### Placed cells, one colour a class

Fill, decap, tap and diode cells in grey.
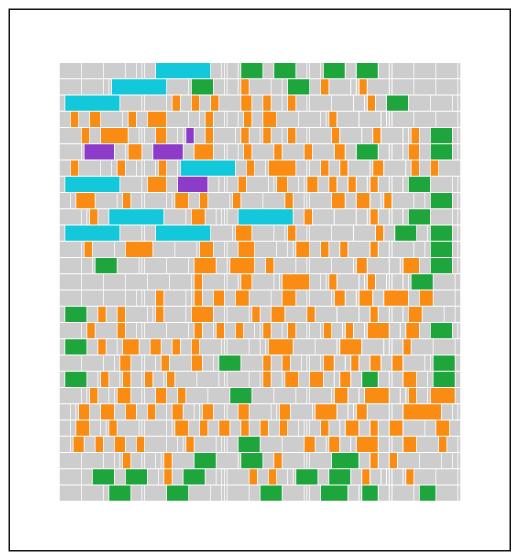
### Pin map

Pins as bars across the die edge, other pins in grey.
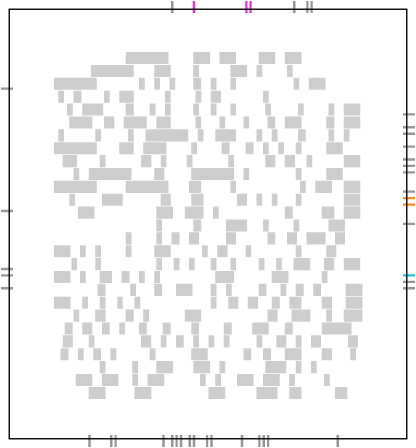
Design multicycle_ctrl, sky130hd; sources not shown.
==> run notes <==
run metrics: layout filler cell count 617, H-tree Lvls 1, most used cell, CP nand2_1, Final setup viols 0, XOR Share, Synth 2.18%, Hold WC Path Type in -> async, Comb area 851 sq um, Basic Gates by Area 56.3%, total power 743 uW, clk_skew 0.00342 ns, top cells by count 38 x nand2_1, 35 x nor2_1, 29 x inv_1, GR Util All Layers 11.7%, R2R Setup Slk 1.38 ns, status completed, DR vias about 1500, max FFs per register 4, Pleak 0.000845 uW, Post-synth regs 9, Unique cell types 32, DRC violations left 0, Floorplan Utilization 24.5%, Area growth, synth to finish 45.9%, aoi share 8.29%, Worst-path clk slew about 0.050 ns, Slew headroom 55.5%, DR vias/cell 4.78, cts hold-fix bufs 0, Worst EP arrival 2.74 ns, crit path DRT 2.97 ns, number of enable flip-flop cells 0, Root Buffer clkbuf_8, OpenROAD warnings 27, HPWL after DPL 3.73 mm, Yosys Chip Area 0.00121 sq mm, fin crit period 3.07 ns, post-route insts no fill approximately 310, Mapped Area 0.00121 sq mm, Register Area roughly 230 sq um, grt total ovfl 0, sequential fraction of the synthesis area between 10% and 20%, die area approximately 0.0076 sq mm, highest metal layer with signal wires met3, area leader, netlist dfrtp_1, Final Cycle Share 93.0%, count leader, synth nand2_1, number of global-route vias before repair roughly 1600, dominant kind of combinational cell simple AND/OR/NAND/NOR gates, layout cells sized above 1 between 15 and 20%, Max-cap violations 0, largest net degree at the start of global routing 13, CTS max path bufs 2, delay of the slowest critical-path stage between 0.5 and 0.6 ns, wire per inst about 14 microns, drt first-iter violations 23, R2R depth 12, Inst Count DP about 300, Critical Path Sink Type output pin, Top-area cell share 18.7%, Hold Fails Final Rpt 0, Clock Latency Late Sink 0.23 ns, cell total in the yosys stat output 202, antenna-violating nets left 0, Startpoint Class primary input, Ports 42, first-pass GRT wire length ~7.7 mm, YS warnings 0, ys async rst share 100%, initial antenna violation count 0, met1 wire length 2.02 mm, Post-synth area hogs dfrtp_1 19%, nand2_1 12%, nor2_1 11%, inv_1 9.0%, nand3_1 7.9%, WL met2 2.20 mm, CTS sink cnt 9, Slowest-stage cell, CP clkdlybuf4s50_1, met3 WL around 190 microns, TritonCTS clock tree done, cts bufs inserted 3, total length of routed wires 4.41 mm, post-synthesis average cell area about 6.0 sq um, antenna cells 0, VDD IR max 0.000356 V, Worst Path Class, Setup in -> out, post-synthesis cell count 202, yosys adder share 2.07%, WHS 0.455 ns, Pwr per Cell Area 422 mW/mm^2, worst-path cell chain clkdlybuf4s50_1 > nor2_4 > buf_4 > nand3_2 > nand2_1 > inv_2 > nand2_4 > nand2_1 > nor2_1 > nand3_1 > nand4_1 > nand2_1 > a21oi_1 > clkdlybuf4s50_1, fin nets 269, drt pass-1 iters 2, syn_nets 221, post-synthesis mux area share 0%, ys flop type dfrtp_1, Slew @ Worst Pin ~0.67 ns, crit-path max FO 5, fmax 0.326 GHz, Slew Limit Fails 0, routability cong. 0.738
Back to the opening pictures, 'Placed cells, one colour a class':
legend:
  orange:
    class: remaining logic cells
    cells: 193
    share_of_their_area: 59%
  green:
    class: remaining buffers and delay cells
    cells: 43
    share_of_their_area: 25%
  purple:
    class: clock drivers and dummy loads
    cells: 4
    share_of_their_area: 2.7%
  cyan:
    class: registers
    cells: 9
    share_of_their_area: 13%
final instance area: 0.00176 sq mm
Seq/total area: 12.8%
Final Util: 35.7%
Core Footprint: 0.00493 sq mm
cell row count: 27

Back to the opening pictures, 'Pin map':
legend:
  orange:
    port: pc_sel
    pins: 2
    direction: output
    edge: right
  magenta:
    port: state_o
    pins: 3
    direction: output
    edge: top
  cyan:
    port: zero
    pins: 1
    direction: input
    edge: right
all pins by edge: 16 bottom, 14 right, 7 top, 5 left
DIE WIDTH: 83.6 microns
Die Y: 90.4 microns
PortBufs: 40

## critical path: cells and delay by family
family,cells,cell delay (ns)
buf+inv,4,1.25
simple gates,9,1.04
compound gates,1,0.12
## through the flow
stage	cell area, sq um	worst slack (ns)	setup TNS [ns]
2_1_floorplan	1210	1.45	0
3_3_place_gp	1680	0.160	0
3_5_place_dp	1680	0.141	0
4_1_cts	1730	0.131	0
5_1_grt	1760	-0.00163	-0.00163
6_report	1760	0.230	0
## cell type report
class                      instances  share of cell area [%]
sequential                         9                    12.8
clock buffer                       4                    2.56
buffer                             1                   0.426
tap                               58                    4.12
inverter                          37                    7.95
timing repair buffer              42                    23.9
multi-input combinational        156                    48.3
## report_power, final
group / total (uW) / internal, uW / leakage, uW / switching [uW]
logic: 453 / 171 / 0.000711 / 282
registers: 163 / 135 / 0.000111 / 28.1
clock network: 127 / 84.1 / 0.0000228 / 43.0
## cells by family (layout without fill, tap and decap cells)
| kind of cell | after synthesis | after routing |
|---|---|---|
| compound gates | 17 | 17 |
| buf+inv | 38 | 84 |
| simple gates | 132 | 133 |
| flops | 9 | 9 |
| other cells | 1 | 1 |
| xor+xnor | 3 | 3 |
| fa+ha+maj | 2 | 2 |
## layer usage
layer,up-vias,track usage (%)
li1,748,-
met1,697,14.7
met2,21,20.3
met3,0,2.89
met4,0,0.865
met5,-,0
## repair_timing
item / in CTS / in global routing
endpoints found under the setup margin: 0 / 2
gates resized: 0 / 4
setup buffers: 0 / 2
## placed cells by master (no fill, tap or decap), drive strengths merged, types with 2 or more instances in the layout
master and instances:
ha 2, dfrtp 9, a21oi 10, clkdlybuf4s50 38, buf 3, a31oi 2
xor2 3, nor3 3, nor2 44, inv 36, clkbuf 4, dlymetal6s2s 2
nand4 13, nand3 25, nand2 44
Power figures rest on the tool's default switching activity, not on a simulated workload.
